$ cat src/rtl/rv32m_div_unit.sv
// rv32m_div_unit: iterative RV32M DIV/DIVU/REM/REMU unit, radix-2 restoring,
// one quotient bit per RUN cycle.
// Optional feature macro: RV32M_DIV_EARLY_OUT_EN. When defined, the unit skips
// the iteration loop whenever |B| > |A|, which gives quo=0 and rem=|A|.
//
// state | meaning
// IDLE  | waiting for start; operands decoded and latched on accept
// RUN   | one restoring iteration per cycle, counter counts 32 down to 1
// FIN   | sign fix, Result/DivByZero registered, done pulse raised for next cycle
//
// Result, DivByZero and done are registered out of FIN, so they appear in the
// cycle after FIN. busy also covers that done cycle, and a start in the done
// cycle is ignored. That makes done land in cycle 34 on the normal path and in
// cycle 2 on the fast paths, counting the accept cycle as cycle 0.
module rv32m_div_unit #(
  parameter int XLEN       = 32,
  parameter int ITER_CNT_W = 6
) (
  input  logic            clk,
  input  logic            rst,
  input  logic            start,
  input  logic [1:0]      DivOp,
  input  logic [XLEN-1:0] A,
  input  logic [XLEN-1:0] B,
  output logic            busy,
  output logic            done,
  output logic [XLEN-1:0] Result,
  output logic            ZFlag,
  output logic            NFlag,
  output logic            DivByZero
);

  typedef enum logic [1:0] {S_IDLE, S_RUN, S_FIN} state_t;

  localparam logic [ITER_CNT_W-1:0] ITERS    = ITER_CNT_W'(XLEN);
  localparam logic [ITER_CNT_W-1:0] ITER_ONE = ITER_CNT_W'(1);
  localparam logic [XLEN-1:0]       INT_MIN  = {1'b1, {(XLEN-1){1'b0}}};

  state_t                state_q, state_d;
  logic [ITER_CNT_W-1:0] cnt_q;
  logic [XLEN-1:0]       quo_q, rem_q, div_q, result_q;
  logic                  qneg_q, rneg_q, is_rem_q, dbz_q, dbz_out_q, done_q;

  logic            is_signed, b_zero, ovf, early, fast, accept;
  logic [XLEN-1:0] a_mag, b_mag, fin_val;
  logic [XLEN:0]   rem_sh, trial;

  // Operand decode: magnitudes, special cases and fast-path selection
  always_comb begin
    is_signed = ~DivOp[0];
    a_mag     = (is_signed && A[XLEN-1]) ? ('0 - A) : A;
    b_mag     = (is_signed && B[XLEN-1]) ? ('0 - B) : B;
    b_zero    = (B == '0);
    ovf       = is_signed && (A == INT_MIN) && (B == '1);
`ifdef RV32M_DIV_EARLY_OUT_EN
    early     = !b_zero && (b_mag > a_mag);
`else
    early     = 1'b0;
`endif
    fast      = b_zero || ovf || early;
    accept    = (state_q == S_IDLE) && start && !done_q;
  end

  // One restoring step and the sign-fixed final value
  always_comb begin
    rem_sh  = {rem_q, quo_q[XLEN-1]};
    trial   = rem_sh - {1'b0, div_q};
    fin_val = is_rem_q ? (rneg_q ? ('0 - rem_q) : rem_q)
                       : (qneg_q ? ('0 - quo_q) : quo_q);
  end

  // State register
  always_ff @(posedge clk or posedge rst) begin
    if (rst) state_q <= S_IDLE;
    else     state_q <= state_d;
  end

  // Next-state logic
  always_comb begin
    state_d = state_q;
    case (state_q)
      S_IDLE:  if (accept) state_d = fast ? S_FIN : S_RUN;
      S_RUN:   if (cnt_q == ITER_ONE) state_d = S_FIN;
      S_FIN:   state_d = S_IDLE;
      default: state_d = S_IDLE;
    endcase
  end

  // Datapath registers: operand latch, iteration, result write-back
  always_ff @(posedge clk or posedge rst) begin
    if (rst) begin
      cnt_q     <= '0;
      quo_q     <= '0;
      rem_q     <= '0;
      div_q     <= '0;
      result_q  <= '0;
      qneg_q    <= 1'b0;
      rneg_q    <= 1'b0;
      is_rem_q  <= 1'b0;
      dbz_q     <= 1'b0;
      dbz_out_q <= 1'b0;
      done_q    <= 1'b0;
    end else begin
      done_q <= 1'b0;
      case (state_q)
        S_IDLE: begin
          if (accept) begin
            is_rem_q <= DivOp[1];
            div_q    <= b_mag;
            cnt_q    <= ITERS;
            if (b_zero) begin
              quo_q  <= '1;
              rem_q  <= A;
              qneg_q <= 1'b0;
              rneg_q <= 1'b0;
              dbz_q  <= 1'b1;
            end else if (ovf) begin
              quo_q  <= INT_MIN;
              rem_q  <= '0;
              qneg_q <= 1'b0;
              rneg_q <= 1'b0;
              dbz_q  <= 1'b0;
            end else begin
              // early-out preloads the finished pair; otherwise the dividend
              // sits in quo and is shifted out as quotient bits shift in
              quo_q  <= early ? '0 : a_mag;
              rem_q  <= early ? a_mag : '0;
              qneg_q <= is_signed && (A[XLEN-1] ^ B[XLEN-1]);
              rneg_q <= is_signed && A[XLEN-1];
              dbz_q  <= 1'b0;
            end
          end
        end
        S_RUN: begin
          quo_q <= {quo_q[XLEN-2:0], ~trial[XLEN]};
          rem_q <= trial[XLEN] ? rem_sh[XLEN-1:0] : trial[XLEN-1:0];
          cnt_q <= cnt_q - ITER_ONE;
        end
        S_FIN: begin
          result_q  <= fin_val;
          dbz_out_q <= dbz_q;
          done_q    <= 1'b1;
        end
        default: ;
      endcase
    end
  end

  // Outputs
  always_comb begin
    busy      = (state_q != S_IDLE) || done_q;
    done      = done_q;
    Result    = result_q;
    DivByZero = dbz_out_q;
    ZFlag     = (result_q == '0);
    NFlag     = result_q[XLEN-1];
  end

endmodule
$ cat config.mk
export PLATFORM = sky130hd
export DESIGN_NAME = rv32m_div_unit
export DESIGN_NICKNAME = d
export VERILOG_FILES = /design/src/rtl/rv32m_div_unit.sv
export SDC_FILE = /design/constraint.sdc
export NUM_CORES = 1
export LEC_CHECK = 0
export CORE_UTILIZATION = 53
export DETAILED_ROUTE_END_ITERATION = 12
export GPL_TIMING_DRIVEN = 0
export PLACE_DENSITY = 0.83
export SYNTH_ARGS = -nofsm -noshare
export SYNTH_HDL_FRONTEND = slang
export SYNTH_SLANG_ARGS = --single-unit
$ cat constraint.sdc
create_clock -name clk -period 4.49 [get_ports clk]
set_input_delay 0.898 -clock clk [delete_from_list [all_inputs] [get_ports clk]]
set_output_delay 0.898 -clock clk [all_outputs]
set_load 0.01 [all_outputs]
### I/O pins on the die edge

Pins as bars across the die edge, other pins in gray.
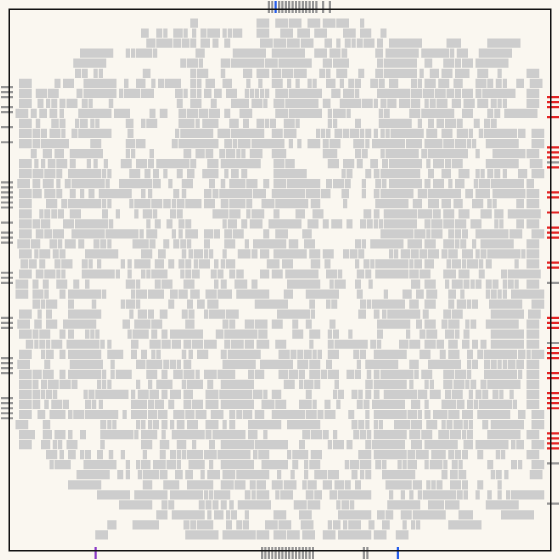
legend:
  DivOp:
    color: blue
    pins: 2
    direction: input
    edge: 1 top, 1 bottom
  Result:
    color: red
    pins: 32
    direction: output
    edge: right
  rst:
    color: purple
    pins: 1
    direction: input
    edge: bottom

### Clock distribution

Scale bar: 50 µm.
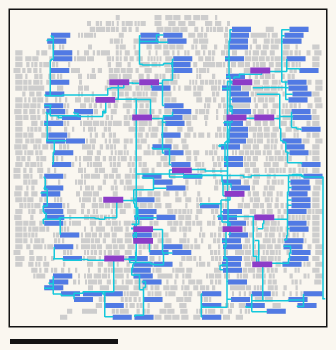
legend:
  clock wires:
    color: cyan
    length: 1770 µm
  clock-net drivers:
    color: purple
    count: 17
  flip-flops:
    color: blue
    count: 142
routed clock nets: 18

### Placement density heat map

15 x 15 tiles, from white (low) to dark blue (high), 0 to 100% covered.
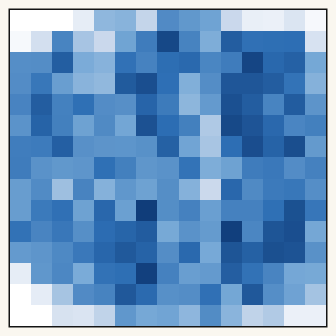
mean over tiles: 60%
nearly empty tiles: 2.7%
densest ninth of the die: middle right
fullest tile: 95%
tiles over 75% full: 23%

### Metal 3

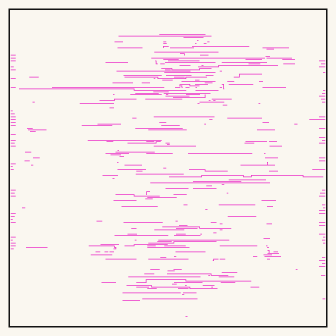
main direction: horizontal
share of all routed wire: 7.3%

==> impl_metrics.yaml <==
# generated from flow reports
outcome:
  outcome: "completed"
synth:
  yosysMostFrequentCell: "sky130_fd_sc_hd__o21ai_0"
  netlist_logic_family_top: "AND-OR/OR-AND gates"
  synthXorXnorAreaFrac: 0.109
  post_synthesis_async_set_or_reset_flop_share: 1.00
  ys_cells: 1356
  synth_flops: 142
  yosysTopAreaCellShare: 0.322
  syn_avg_cell_area_um2: 8.14
clock_network:
  hold_buffers_post_cts: 0
  post-cts-setup-buffer-count: 0
timing:
  tightest_slew_ns: 0.929
  timing_hold_violations_final: 0
  timing.setup.tns_ns: 0
  worst_clock_skew_ns: 0.00710
  timing.hold.ws_ns: 0.478
  relative_slew_margins: 0.376
  drv_slew: 0
  layout_worst_path_cycle_share: 0.942
  final_critical_path_setup_slack_ns: 0.261
floorplan:
  tap-cell-count: 270
  fp_util: 0.544
  fp.coreArea_um2: 20300
  pin_count: 106
  die.size.y_um: 146
critical_path:
  critical_path_slowest_stage_cell: "sky130_fd_sc_hd__or4_1"
  r2r_cells: 14
  setup.worst_path.start: "A[24]"
  crit-reg2reg-launch: "quo_q[31]$_DFFE_PP0P_"
  timing.critical_path.slowest_cell_delay_ns: 0.66
  setup.worst_path.class: "input pin to flop"
  crit_fanout: 10
final_layout:
  non_clock_buffer_area_share: 0.111
  n_clock_buffer: 26
  comb_area_um2: 6940
  post-route-cell-area_um2: 13100
  comb.multi_input.count: 1077
  seq_area_um2: 3550
  diodes: 0
  final_layout_top_logic_cells: "sky130_fd_sc_hd__o21ai_0 (182), sky130_fd_sc_hd__nand2_1 (163), sky130_fd_sc_hd__dfrtp_1 (142), sky130_fd_sc_hd__clkdlybuf4s50_1 (105), sky130_fd_sc_hd__a21oi_1 (74)"
  comb_area_frac: 0.529
  inverters: 56
  num-fill-cells: 1810
  finish.net_count: 1592
global_routing:
  antenna_found_initial: 0
  use_met3: 0.0478
  largest_net_degree_at_the_start_of_global_routing: 39
  groute.layer.met1.usage: 0.401
  grt_first_pass_wirelength_um: 54900
power:
  p_seq_uw: 2720
  comb_pwr_share: 0.614
  clockNetworkPower_uw: 1500
route:
  avgViaCountPerCell: 6.13
  via_count: 10800
  wl_met1_um: 13900
  wire_per_inst_um: 19.7
  route.detailed.drc: 0
run:
  reported_max_cap_violation_count: 0
min_path:
  min_from: "cnt_q[5]$_DFFE_PP0P_"
  holdPathEnd: "cnt_q[5]$_DFFE_PP0P_"
placed_design:
  place_congestion: 0.992
  dpl_cell_area_um2: 12500
  placement.io_buffers: 105
Power and IR drop assume default switching activity.
